**src/rtl/change_pkg.sv**
```systemverilog
// Shared coin-handling definitions: FSM state encodings and coin denominations.
// Also used by the vending-machine block.
package change_pkg;

  typedef enum logic [2:0] {
    StIdle   = 3'd0,
    StSelect = 3'd1,
    StIssue  = 3'd2,
    StDone   = 3'd3
  } state_e;

  localparam int unsigned NumCoins = 4;

  localparam logic [7:0] Coin50 = 8'd50;
  localparam logic [7:0] Coin10 = 8'd10;
  localparam logic [7:0] Coin5  = 8'd5;
  localparam logic [7:0] Coin1  = 8'd1;

  // Index 0 is the largest denomination; selection priority follows index order.
  function automatic logic [7:0] coin_value(input int idx);
    case (idx)
      0:       coin_value = Coin50;
      1:       coin_value = Coin10;
      2:       coin_value = Coin5;
      default: coin_value = Coin1;
    endcase
  endfunction

endpackage

```
**src/rtl/coin_selector.sv**
```systemverilog
// Combinational pick of the largest available denomination not exceeding remaining.
module coin_selector
  import change_pkg::*;
(
  input  logic [7:0]          remaining,
  input  logic [NumCoins-1:0] avail,
  output logic [7:0]          coin,
  output logic                none_found
);

  // Scan smallest to largest so the largest eligible coin is the last write.
  always_comb begin
    coin       = '0;
    none_found = 1'b1;
    for (int i = NumCoins - 1; i >= 0; i--) begin
      if (avail[i] && (coin_value(i) <= remaining)) begin
        coin       = coin_value(i);
        none_found = 1'b0;
      end
    end
  end

endmodule

```
**src/rtl/change_dispenser.sv**
```systemverilog
// Greedy change dispenser: pays out a requested amount one coin at a time over a
// valid/ready hopper handshake. Define CHANGE_INVENTORY_EN for finite per-coin stock.
module change_dispenser
  import change_pkg::*;
#(
  parameter logic [7:0] INV_INIT = 8'd20
) (
  input  logic       clk,
  input  logic       reset,
  input  logic       req_valid,
  input  logic [7:0] req_amount,
  output logic       req_ready,
  output logic       coin_valid,
  output logic [7:0] coin_out,
  input  logic       coin_ready,
  output logic       done,
  output logic       short,
  output logic [7:0] remaining,
  output logic [7:0] coin_total,
  output logic [2:0] state
);

`ifdef CHANGE_INVENTORY_EN
  localparam bit InvEn = 1'b1;
`else
  localparam bit InvEn = 1'b0;
`endif

  state_e        state_q, state_d;
  logic [7:0]    remaining_q, remaining_d;
  logic [7:0]    coin_total_q, coin_total_d;
  logic [7:0]    coin_q, coin_d;
  logic          short_q, short_d;
  logic [NumCoins-1:0] avail;
  logic [7:0]    sel_coin;
  logic          sel_none;
  logic          handshake;

  coin_selector u_coin_selector (
    .remaining  (remaining_q),
    .avail      (avail),
    .coin       (sel_coin),
    .none_found (sel_none)
  );

  assign handshake = (state_q == StIssue) && coin_ready;

`ifdef CHANGE_INVENTORY_EN
  logic [NumCoins-1:0][7:0] stock_q;

  always_ff @(posedge clk or negedge reset) begin
    if (!reset) begin
      stock_q <= {NumCoins{INV_INIT}};
    end else if (handshake) begin
      for (int i = 0; i < NumCoins; i++) begin
        if (coin_q == coin_value(i)) begin
          stock_q[i] <= stock_q[i] - 8'd1;
        end
      end
    end
  end

  always_comb begin
    avail = '0;
    for (int i = 0; i < NumCoins; i++) begin
      avail[i] = (stock_q[i] != 8'd0);
    end
  end
`else
  assign avail = '1;
`endif

  always_comb begin
    state_d      = state_q;
    remaining_d  = remaining_q;
    coin_total_d = coin_total_q;
    coin_d       = coin_q;
    short_d      = short_q;
    case (state_q)
      StIdle: begin
        if (req_valid) begin
          remaining_d  = req_amount;
          coin_total_d = '0;
          short_d      = 1'b0;
          coin_d       = '0;
          state_d      = (req_amount == 8'd0) ? StDone : StSelect;
        end
      end
      StSelect: begin
        // Only reachable with finite stock: nothing left that fits the balance.
        if (sel_none) begin
          short_d = 1'b1;
          state_d = StDone;
        end else begin
          coin_d  = sel_coin;
          state_d = StIssue;
        end
      end
      StIssue: begin
        if (coin_ready) begin
          remaining_d  = remaining_q - coin_q;
          coin_total_d = coin_total_q + 8'd1;
          state_d      = (remaining_d == 8'd0) ? StDone : StSelect;
        end
      end
      StDone:  state_d = StIdle;
      default: state_d = StIdle;
    endcase
  end

  always_ff @(posedge clk or negedge reset) begin
    if (!reset) begin
      state_q      <= StIdle;
      remaining_q  <= '0;
      coin_total_q <= '0;
      coin_q       <= '0;
      short_q      <= 1'b0;
    end else begin
      state_q      <= state_d;
      remaining_q  <= remaining_d;
      coin_total_q <= coin_total_d;
      coin_q       <= coin_d;
      short_q      <= short_d;
    end
  end

  assign req_ready  = (state_q == StIdle);
  assign coin_valid = (state_q == StIssue);
  assign coin_out   = coin_valid ? coin_q : 8'd0;
  assign done       = (state_q == StDone);
  assign short      = InvEn && done && short_q;
  assign remaining  = remaining_q;
  assign coin_total = coin_total_q;
  assign state      = state_q;

endmodule

```
**config.mk**
```make
export PLATFORM = sky130hd
export DESIGN_NAME = change_dispenser
export DESIGN_NICKNAME = d
export VERILOG_FILES = /design/src/rtl/change_pkg.sv /design/src/rtl/coin_selector.sv /design/src/rtl/change_dispenser.sv
export SDC_FILE = /design/constraint.sdc
export NUM_CORES = 1
export LEC_CHECK = 0
export CORE_MARGIN = 1.5
export CORE_UTILIZATION = 31
export DETAILED_ROUTE_END_ITERATION = 12
export HOLD_SLACK_MARGIN = 0.1
export PLACE_DENSITY = 0.56
export SYNTH_ARGS = -nofsm -noshare
export SYNTH_HDL_FRONTEND = slang
export SYNTH_HIERARCHICAL = 1
export SYNTH_SLANG_ARGS = --single-unit
```
**constraint.sdc**
```tcl
create_clock -name clk -period 6.2 [get_ports clk]
set_input_delay 0.93 -clock clk [delete_from_list [all_inputs] [get_ports clk]]
set_output_delay 0.93 -clock clk [all_outputs]
set_load 0.02 [all_outputs]
```
==> images/io_placement.png <==
Scale: 3 px per µm. Pins as bars across the die edge, other pins in gray.
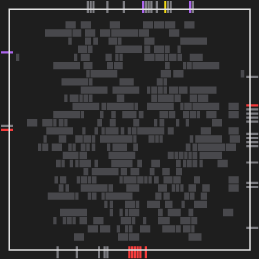
| port | color | pins | direction | edge |
|---|---|---|---|---|
| `state` | purple | 3 | output | 2 north, 1 west |
| `coin_out` | red | 8 | output | 6 south, 1 west, 1 east |
| `coin_valid` | yellow | 1 | output | north |
all pins by edge: 15 north, 14 east, 11 south, 3 west

==> results.tsv <==
stage	metric	value	unit
run_status	status	completed	
cts	CTS resizes	0	
timing	unrepaired setup endpoints after global routing	false	
critical_path	CP Max Fanout	21	
critical_path	WP data required	5.27	ns
layout	final instance area	0.00237	mm²
layout	Top class by area	logic gates	
critical_path	Reg2Reg Setup Slack	3.81	ns
yosys	Async SR Flop Fraction	1.00	
pwr	maximum vdd ir drop	0.181	mV
yosys	synthesized area	0.00183	mm²
critical_path	RR Endpoint	state[1]	
pwr	reported combinational group power	0.000717	W
critical_path	r2r startpoint	remaining[0]	
critical_path	Crit-path slowest cell	nand2b_1	
timing	slew margin rel.	0.423	
yosys	Synth Instances	224	
layout	share of cells above drive strength 1	0.0599	
detailed_routing	TritonRoute pass-1 iters	4	
floorplanning	FP Util	0.326	
yosys	post-synth top area cell	dfrtp_1	
cts	CTS root buf	clkbuf_8	
layout	sequential cells	26	
yosys	ys flop type	dfrtp_1	
floorplanning	Tapcell Cnt	72	
timing	part of the cycle the worst path needs	0.533	
layout	comb_multi_in	180	
layout	Non-clock buffering overhead	0.175	
critical_path	WS Path Type	reg -> out	
yosys	Simple-Gate Area Share	0.244	
timing	setup TNS	0	ns
detailed_routing	Routed WL per cell	13.6	µm
yosys	Top cell area share	0.356	
yosys	Synth mux share	0.00548	
cts	CTS Buffer Depth	2	
detailed_routing	wire length on met1	2290	µm
yosys	flops out of synthesis	26	
job	Max Cap Viol	0	
timing	Setup WS post-layout	2.89	ns
placement	routability cong.	0.760	
critical_path	Slowest Stage Delay on Critical Path	0.66	ns
timing	Fin Hold WS	0.501	ns
pwr	Int Pwr	0.000613	W
cts	postcts setup bufs	0	
yosys	Avg Inst Size Synth	8.15	µm²
floorplanning	Die Wd	79.7	µm
layout	Non-CTS buffers	42	
critical_path	CP Cell Sequence	nand2b_1 > inv_2 > and2_1 > clkdlybuf4s50_1	
grt	GRT met3 Usage	0.0194	
cts	cts hold-fix bufs	0	
cts	# clock sinks	26	
yosys	XOR/XNOR Area Share	0.0528	
floorplanning	num rows	27	
cts	CTS tree	built	
worst_hold_path	hold worst-path end	coin_q[3]	
layout	final design utilization	0.422	
yosys	yosys synthesis chip area	0.00183	mm²
pwr	net load switching power	0.000555	W
cts	Clock Pin Slew Worst Setup and Hold Paths	0.10	ns
pwr	Clock Power Share	0.124	
layout	NumNets Final	289	
critical_path	CP Data Arrival Time	2.38	ns
detailed_routing	DRT iter0 DRCs	72	
floorplanning	Core Area	0.00561	mm²
yosys	Synth top cell by count	nor2_1	
placement	pre-CTS WS	3.25	ns
placement	Placed Area	0.00230	mm²
critical_path	WP buf/inv	2	
timing	Max Freq	0.302	GHz
worst_hold_path	Worst Hold Path Cells	2	
pwr	Lkg Pwr	0.993	nW
detailed_routing	Routed WL	4620	µm
cts	worst skew pair latency	0.27	ns
==> images/flops_by_reg.png <==
Scale: 3 px per µm. Other sequential cells in the stronger gray, the rest of the logic in the fainter gray.
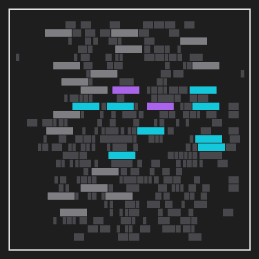
| signal | color | sequential cells |
|---|---|---|
| `state` | purple | 2 |
| `remaining` | cyan | 8 |
not colored: 16

Power and IR drop assume default switching activity.
